==> config.mk <==
export PLATFORM = sky130hd
export DESIGN_NAME = mem_stage_flat
export DESIGN_NICKNAME = d
export VERILOG_FILES = /design/src/rtl/mem_stage_pkg.sv /design/src/rtl/mem_stage_if.sv /design/src/rtl/mem_stage_align.sv /design/src/rtl/mem_stage.sv /design/src/flat_wrapper.sv
export SDC_FILE = /design/constraint.sdc
export NUM_CORES = 1
export LEC_CHECK = 0
export ABC_AREA = 1
export CORE_MARGIN = 2
export CORE_UTILIZATION = 43
export CTS_BUF_LIST = sky130_fd_sc_hd__clkbuf_2 sky130_fd_sc_hd__clkbuf_4 sky130_fd_sc_hd__clkbuf_8
export DETAILED_ROUTE_END_ITERATION = 7
export GPL_ROUTABILITY_DRIVEN = 0
export GPL_TIMING_DRIVEN = 0
export PLACE_DENSITY = 0.88
export SYNTH_ARGS = -nofsm -noshare
export SYNTH_HDL_FRONTEND = slang
export SYNTH_SLANG_ARGS = --single-unit
==> constraint.sdc <==
create_clock -name clock -period 1.44 [get_ports clock]
set_input_delay 0.288 -clock clock [delete_from_list [all_inputs] [get_ports clock]]
set_output_delay 0.288 -clock clock [all_outputs]
set_load 0.05 [all_outputs]
==> src/rtl/mem_stage_pkg.sv <==
// mem_stage_pkg: shared size encodings, FSM states and alignment helper for the MEM stage
package mem_stage_pkg;

    localparam logic [1:0] SZ_BYTE = 2'b00;
    localparam logic [1:0] SZ_HALF = 2'b01;
    localparam logic [1:0] SZ_WORD = 2'b10;

    typedef enum logic {IDLE, BUSY} state_t;

    // Bytes never fault; halves need a[0]==0; words (and size 11) need a[1:0]==0
    function automatic logic misaligned(input logic [1:0] size, input logic [1:0] a);
        return size == SZ_BYTE ? 1'b0 : size == SZ_HALF ? a[0] : |a;
    endfunction

endpackage

==> src/rtl/mem_stage_if.sv <==
// mem_stage_if: req/ack data bus between the MEM stage and data RAM / I/O
interface mem_stage_if;

    logic        mem_req;
    logic        mem_we;
    logic [31:0] mem_addr;
    logic [31:0] mem_wdata;
    logic [3:0]  mem_be;
    logic        mem_ack;
    logic [31:0] mem_rdata;

    modport master (output mem_req, mem_we, mem_addr, mem_wdata, mem_be, input mem_ack, mem_rdata);
    modport slave  (input mem_req, mem_we, mem_addr, mem_wdata, mem_be, output mem_ack, mem_rdata);

endinterface

==> src/rtl/mem_stage_align.sv <==
// mem_stage_align: store lane/byte-enable generation and load lane extraction with extension
module mem_stage_align
    import mem_stage_pkg::*;
(
    input  logic [1:0]  st_size,
    input  logic [1:0]  st_a,
    input  logic [31:0] st_data,
    output logic [3:0]  be,
    output logic [31:0] wdata,
    input  logic [1:0]  ld_size,
    input  logic [1:0]  ld_a,
    input  logic        ld_uns,
    input  logic [31:0] rdata,
    output logic [31:0] ld_data
);

    logic [7:0]  b;
    logic [15:0] h;

    // Little-endian lanes; size 11 falls through to the word case
    always_comb begin
        b       = rdata[{ld_a, 3'b000} +: 8];
        h       = ld_a[1] ? rdata[31:16] : rdata[15:0];
        be      = st_size == SZ_BYTE ? 4'b0001 << st_a : st_size == SZ_HALF ? (st_a[1] ? 4'b1100 : 4'b0011) : 4'b1111;
        wdata   = st_size == SZ_BYTE ? {4{st_data[7:0]}} : st_size == SZ_HALF ? {2{st_data[15:0]}} : st_data;
        ld_data = ld_size == SZ_BYTE ? {{24{b[7] & ~ld_uns}}, b} :
                  ld_size == SZ_HALF ? {{16{h[15] & ~ld_uns}}, h} : rdata;
    end

endmodule

==> src/rtl/mem_stage.sv <==
// mem_stage: pipeline MEM stage doing load/store over a req/ack bus and driving the MEM/WB latch
module mem_stage
    import mem_stage_pkg::*;
#(
    parameter int TIMEOUT = 16
) (
    input  logic        clock,
    input  logic        reset,
    input  logic        flush,
    input  logic        ex_valid,
    input  logic [31:0] ex_alu_result,
    input  logic [31:0] ex_store_data,
    input  logic        ex_mem_read,
    input  logic        ex_mem_write,
    input  logic [1:0]  ex_mem_size,
    input  logic        ex_load_uns,
    input  logic        ex_MemIOtoReg,
    input  logic        ex_reg_write,
    input  logic [4:0]  ex_wreg,
    mem_stage_if.master bus,
    output logic        stall,
    output logic        wb_valid,
    output logic [31:0] wb_read_data,
    output logic [31:0] wb_ALU_result,
    output logic        wb_MemIOtoReg,
    output logic        wb_reg_write,
    output logic [4:0]  wb_wreg,
    output logic        exc_adel,
    output logic        exc_ades,
    output logic        exc_bus,
    output logic [31:0] exc_badvaddr
);

    localparam int CW = $clog2(TIMEOUT);

    state_t      state;
    logic [CW-1:0] cnt;
    logic        flushed;
    logic [31:0] p_alu;
    logic [1:0]  p_size;
    logic        p_uns, p_read, p_memio, p_regw;
    logic [4:0]  p_wreg;
    logic [3:0]  be;
    logic [31:0] wdata, ld_data;
    logic        accept, is_mem, mis;

    mem_stage_align u_align (
        .st_size (ex_mem_size),
        .st_a    (ex_alu_result[1:0]),
        .st_data (ex_store_data),
        .be      (be),
        .wdata   (wdata),
        .ld_size (p_size),
        .ld_a    (p_alu[1:0]),
        .ld_uns  (p_uns),
        .rdata   (bus.mem_rdata),
        .ld_data (ld_data)
    );

    assign accept = ex_valid & ~flush;
    assign is_mem = ex_mem_read | ex_mem_write;
    assign mis    = misaligned(ex_mem_size, ex_alu_result[1:0]);
    assign stall  = (state == BUSY) & ~bus.mem_ack;

    // IDLE accepts from EX; BUSY holds the bus until ack or timeout, then writes the MEM/WB latch
    always_ff @(posedge clock) begin
        if (reset) begin
            state         <= IDLE;
            cnt           <= '0;
            flushed       <= 1'b0;
            p_alu         <= '0;
            p_size        <= '0;
            p_uns         <= 1'b0;
            p_read        <= 1'b0;
            p_memio       <= 1'b0;
            p_regw        <= 1'b0;
            p_wreg        <= '0;
            bus.mem_req   <= 1'b0;
            bus.mem_we    <= 1'b0;
            bus.mem_addr  <= '0;
            bus.mem_wdata <= '0;
            bus.mem_be    <= '0;
            wb_valid      <= 1'b0;
            wb_read_data  <= '0;
            wb_ALU_result <= '0;
            wb_MemIOtoReg <= 1'b0;
            wb_reg_write  <= 1'b0;
            wb_wreg       <= '0;
            exc_adel      <= 1'b0;
            exc_ades      <= 1'b0;
            exc_bus       <= 1'b0;
            exc_badvaddr  <= '0;
        end else begin
            exc_adel     <= 1'b0;
            exc_ades     <= 1'b0;
            exc_bus      <= 1'b0;
            wb_valid     <= 1'b0;
            wb_reg_write <= 1'b0;
            if (state == IDLE) begin
                if (accept && !is_mem) begin
                    wb_valid      <= 1'b1;
                    wb_read_data  <= '0;
                    wb_ALU_result <= ex_alu_result;
                    wb_MemIOtoReg <= ex_MemIOtoReg;
                    wb_reg_write  <= ex_reg_write;
                    wb_wreg       <= ex_wreg;
                end else if (accept && mis) begin
                    exc_adel     <= ex_mem_read;
                    exc_ades     <= ~ex_mem_read;
                    exc_badvaddr <= ex_alu_result;
                end else if (accept) begin
                    state         <= BUSY;
                    cnt           <= '0;
                    flushed       <= 1'b0;
                    bus.mem_req   <= 1'b1;
                    bus.mem_we    <= ex_mem_write & ~ex_mem_read;
                    bus.mem_addr  <= {ex_alu_result[31:2], 2'b00};
                    bus.mem_wdata <= wdata;
                    bus.mem_be    <= be;
                    p_alu         <= ex_alu_result;
                    p_size        <= ex_mem_size;
                    p_uns         <= ex_load_uns;
                    p_read        <= ex_mem_read;
                    p_memio       <= ex_MemIOtoReg;
                    p_regw        <= ex_reg_write;
                    p_wreg        <= ex_wreg;
                end
            end else if (bus.mem_ack) begin
                state         <= IDLE;
                bus.mem_req   <= 1'b0;
                wb_valid      <= ~(flushed | flush);
                wb_reg_write  <= p_regw & ~(flushed | flush);
                wb_read_data  <= p_read ? ld_data : '0;
                wb_ALU_result <= p_alu;
                wb_MemIOtoReg <= p_memio;
                wb_wreg       <= p_wreg;
            end else if (cnt == CW'(TIMEOUT - 1)) begin
                state        <= IDLE;
                bus.mem_req  <= 1'b0;
                exc_bus      <= 1'b1;
                exc_badvaddr <= p_alu;
            end else begin
                cnt     <= cnt + 1'b1;
                flushed <= flushed | flush;
            end
        end
    end

endmodule

==> src/flat_wrapper.sv <==
// flat-port wrapper written by rule: the top's interface ports become plain ports
module mem_stage_flat import mem_stage_pkg::*;
#(
    parameter int TIMEOUT = 16
)
  (clock, reset, flush, ex_valid, ex_alu_result, ex_store_data, ex_mem_read, ex_mem_write, ex_mem_size, ex_load_uns, ex_MemIOtoReg, ex_reg_write, ex_wreg, stall, wb_valid, wb_read_data, wb_ALU_result, wb_MemIOtoReg, wb_reg_write, wb_wreg, exc_adel, exc_ades, exc_bus, exc_badvaddr, bus_mem_req, bus_mem_we, bus_mem_addr, bus_mem_wdata, bus_mem_be, bus_mem_ack, bus_mem_rdata);
  mem_stage_if bus_i ();
  input  logic clock;
  input  logic reset;
  input  logic flush;
  input  logic ex_valid;
  input  logic [31:0] ex_alu_result;
  input  logic [31:0] ex_store_data;
  input  logic ex_mem_read;
  input  logic ex_mem_write;
  input  logic [1:0] ex_mem_size;
  input  logic ex_load_uns;
  input  logic ex_MemIOtoReg;
  input  logic ex_reg_write;
  input  logic [4:0] ex_wreg;
  output logic stall;
  output logic wb_valid;
  output logic [31:0] wb_read_data;
  output logic [31:0] wb_ALU_result;
  output logic wb_MemIOtoReg;
  output logic wb_reg_write;
  output logic [4:0] wb_wreg;
  output logic exc_adel;
  output logic exc_ades;
  output logic exc_bus;
  output logic [31:0] exc_badvaddr;
  output wire logic [$bits(bus_i.mem_req)-1:0] bus_mem_req;
  output wire logic [$bits(bus_i.mem_we)-1:0] bus_mem_we;
  output wire logic [$bits(bus_i.mem_addr)-1:0] bus_mem_addr;
  output wire logic [$bits(bus_i.mem_wdata)-1:0] bus_mem_wdata;
  output wire logic [$bits(bus_i.mem_be)-1:0] bus_mem_be;
  input wire logic [$bits(bus_i.mem_ack)-1:0] bus_mem_ack;
  input wire logic [$bits(bus_i.mem_rdata)-1:0] bus_mem_rdata;
  assign bus_mem_req = bus_i.mem_req;
  assign bus_mem_we = bus_i.mem_we;
  assign bus_mem_addr = bus_i.mem_addr;
  assign bus_mem_wdata = bus_i.mem_wdata;
  assign bus_mem_be = bus_i.mem_be;
  assign bus_i.mem_ack = bus_mem_ack;
  assign bus_i.mem_rdata = bus_mem_rdata;
  mem_stage #(.TIMEOUT(TIMEOUT)) u_core (.clock(clock), .reset(reset), .flush(flush), .ex_valid(ex_valid), .ex_alu_result(ex_alu_result), .ex_store_data(ex_store_data), .ex_mem_read(ex_mem_read), .ex_mem_write(ex_mem_write), .ex_mem_size(ex_mem_size), .ex_load_uns(ex_load_uns), .ex_MemIOtoReg(ex_MemIOtoReg), .ex_reg_write(ex_reg_write), .ex_wreg(ex_wreg), .bus(bus_i), .stall(stall), .wb_valid(wb_valid), .wb_read_data(wb_read_data), .wb_ALU_result(wb_ALU_result), .wb_MemIOtoReg(wb_MemIOtoReg), .wb_reg_write(wb_reg_write), .wb_wreg(wb_wreg), .exc_adel(exc_adel), .exc_ades(exc_ades), .exc_bus(exc_bus), .exc_badvaddr(exc_badvaddr));
endmodule
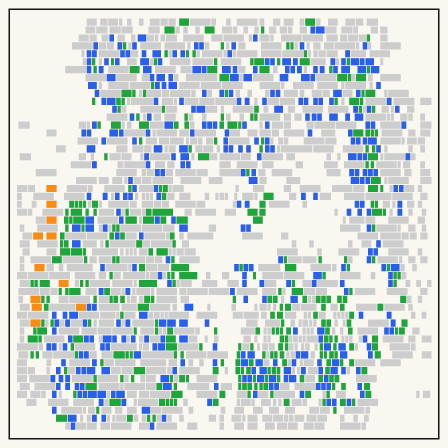
(gate-type map)
colour	family	cells	most used	where
orange	non-inverting ao/oa cells	11	o211a_1	left middle
green	nand cells	336	nand2_1	widely spread
blue	aoi and oai cells	363	a21oi_1	widely spread

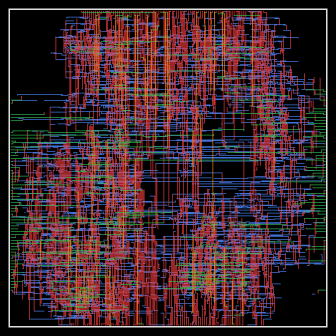
(wiring by layer)
colour	layer	wire length
green	metal 3	3040 um
blue	metal 1	13600 um
orange	metal 4	1760 um
red	metal 2	16500 um

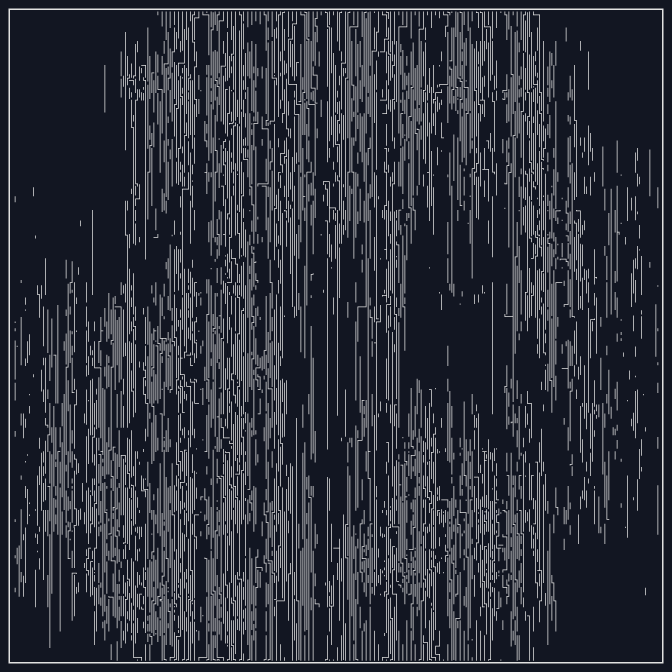
(metal 2)
longest straight run	60.0 um
main direction	vertical

==> summary.txt <==
This note records the results obtained with Yosys and OpenROAD.

Power and ir drop
The design draws 12800 uW. The leakage power total is 0.00571 uW. The power share of the clock group is 0.310. The power report lists cell-internal power as 8570 uW. The combinational logic power is 3090 uW. Per report_power, the Sequential row totals ~5700 uW. The power drawn by the clock network is 3950 uW. The script computed a power per unit cell area of 972 nW/um2.

The script extracted a net switching power of 4190 uW. Of the total power, registers draw 0.449. The combinational power share is 0.242.

The largest share of the power goes to sequential cells.

Critical path
The number of cells on the worst reg-to-reg path is 8. The worst setup path startpoint is ex_alu_result[1]. STA classifies the critical path endpoint as a flip-flop.

The startpoint type of the worst setup path is an input port. The critical path endpoint has a required time of 1830 ps. The kind of cell with the highest combined delay along the critical path is buffers and inverters.

The timing report lists the critical path depth as 10 cells. The type of the setup path with the least slack is input port to flip-flop. The endpoint of the most critical setup path is u_core.bus.mem_wdata[11]. The critical-path cell with the highest stage delay is sky130_fd_sc_hd__clkdlybuf4s15_1. STA lists the startpoint of the worst register-to-register path as u_core.state.

The buffering stage count on the worst path with inverters included is 5. The critical path goes through clkdlybuf4s15_1 -> inv_2 -> nand2_1 -> nand2_2 -> nand3_4 -> inv_4 -> buf_12 -> buf_8 -> o21ai_1 -> a21oi_1. The endpoint of the worst register-to-register path is u_core.bus.mem_wdata[11].

The maximum net fanout on the critical path is 6. The delay of the slowest cell on the worst path is 350 ps.

GRT
The total global-route track usage is 0.285. In this run the most used layer during global routing was met2. The met2 track demand over resource is 0.473. The wire length of the first global-routing pass is 49000 um. On met1, the global router reports a usage of 0.357.

The met3 track demand over resource is 0.0565. The maximum number of pins on one net before global-route repair is 18. The initial antenna violation count was 1.

Route
Per the detail_route report, DRC violations left total 0. The total met3 wirelength after detailed routing is 3040 um. The met1 routed wirelength after detailed routing is 13600 um. Summing over every cut layer, the via total after detailed routing is 10.2k. The met2 wire length is between 15000 and 20000 um.

The number of antenna-violating nets in the routed design is 0. The length of the first detailed-routing pass in iterations is 6. The detail-routed net length per standard cell is 19.1 um.

The via count normalized by instance count is 5.59.

Finish
The number of buffers outside the clock class in the layout is 444. After the flow finishes, the layout carries non-filler instances totaling ~1.8k. Per the final report, the share of cell area in clock cells is 0.0332. The repair_antennas step left the layout with diodes totalling 1. The sequential cell count is roughly 190.

The most common logic cells in the final layout are sky130_fd_sc_hd__dfxtp_1 (187), sky130_fd_sc_hd__nand2_1 (186), sky130_fd_sc_hd__a21oi_1 (158), sky130_fd_sc_hd__buf_2 (123), sky130_fd_sc_hd__clkdlybuf4s50_1 (106). Per the final layout report, the fraction of cells sized above drive strength 1 comes to 0.332. The end-of-flow core utilization is 0.651.

The largest cell class by area is logic gates. The area added between synthesis and finish is 49.4%. The area used by multi-input combinational logic is ~4500 um2.

The count of clock-net buffers in the final layout is 20. The layout report gives the register share of total cell area as 0.297. The total of fill cells in the finished design is 1627.

The non-clock inverter total of the final layout is 79. The non-clock buffer area fraction after layout is 0.279. The sequential standard cell area is 3890 um2. The total number of multi-input combinational cells is roughly 810. The number of nets in the final layout is 1660.

Yosys
The average instance area after synthesis is 7.29 um2. The stat command in Yosys gives a chip area of 8790 um2. Synthesis instantiated 30 different standard cells from the library. The cell area after technology mapping is 8790 um2. The main kind of combinational logic by area is AND-OR/OR-AND gates. The synthesized design contains 194 register bits. Per the synthesis report, the simple-gate share of the synthesized area is 0.208. For reference, the mux area share after synthesis is 0.

Per the synthesis report, the XOR/XNOR share of the synthesized area is 0. Among all flip-flop cells after synthesis, the most frequent one is sky130_fd_sc_hd__dfxtp_1. The warning tally printed by Yosys for this design is 0. In this run, synthesis inferred 0 flip-flops with an integrated enable. The library cell with the largest summed area after synthesis is sky130_fd_sc_hd__dfxtp_1. The synthesized instance count is roughly 1.2k. The area fraction of the largest cell type after synthesis is 0.442.

Clock tree
Buffers added to address setup during post-CTS repair amount to 7. Hold repair after CTS inserted 0 buffers. The maximum buffer depth of the clock tree is 2. The buffer type at the clock tree root is sky130_fd_sc_hd__clkbuf_8. The clock net in this run drives a total of 194 sinks.

In this run, post-CTS repair resized a total of 994 instances. The worst-skew pair later-pin latency is approximately 470 ps. The number of levels the H-tree was split into is 4. The clock tree from TritonCTS is done.

In the CTS report, the clock slew at the register clock pins of the worst setup and hold paths is listed as 100 ps.

Min path
Checking hold timing, the worst path is listed with class input port to flip-flop. The hold path startpoint is reset. The endpoint of the worst hold path is reported as u_core.wb_read_data[22]. The number of cells on the worst hold path is listed as 2.

Final timing
The final period utilization is 1.12. The setup-violating endpoint count in the final report is 107. The summed negative setup slack over all endpoints is -7260 ps. The actual transition at the worst max-transition pin is 920 ps. Hold timing on the final database bottoms out at a slack of 179 ps. The least setup slack across all paths after layout is -167 ps. For the finished layout, the period the worst path requires is about 1600 ps. In this build the clock could be raised as far as 622 MHz. The normalized max-slew margin is 0.386. Setup repair after global routing could not meet its margin everywhere.

Outcome
The flow ran to the end, but the final reports show violations. The checks that failed: setup timing.

Floorplanning
The horizontal extent of the die is 147 um. In the floorplan report the effective utilization is 0.436. The number of tapcells is 270. The area of the core is 20200 um2. The overall die size recorded for this design is between 20000 and 25000 um2. In this run the count of I/O pins placed on the die edge is 291.

Placed design
Once detailed placement completed, the half-perimeter wirelength came to 23600 um. After detailed placement, the design holds a cell count of 1764.

Job
The tool warning count is 28. The max-cap check violation count is 0.
Power and IR drop assume default switching activity.
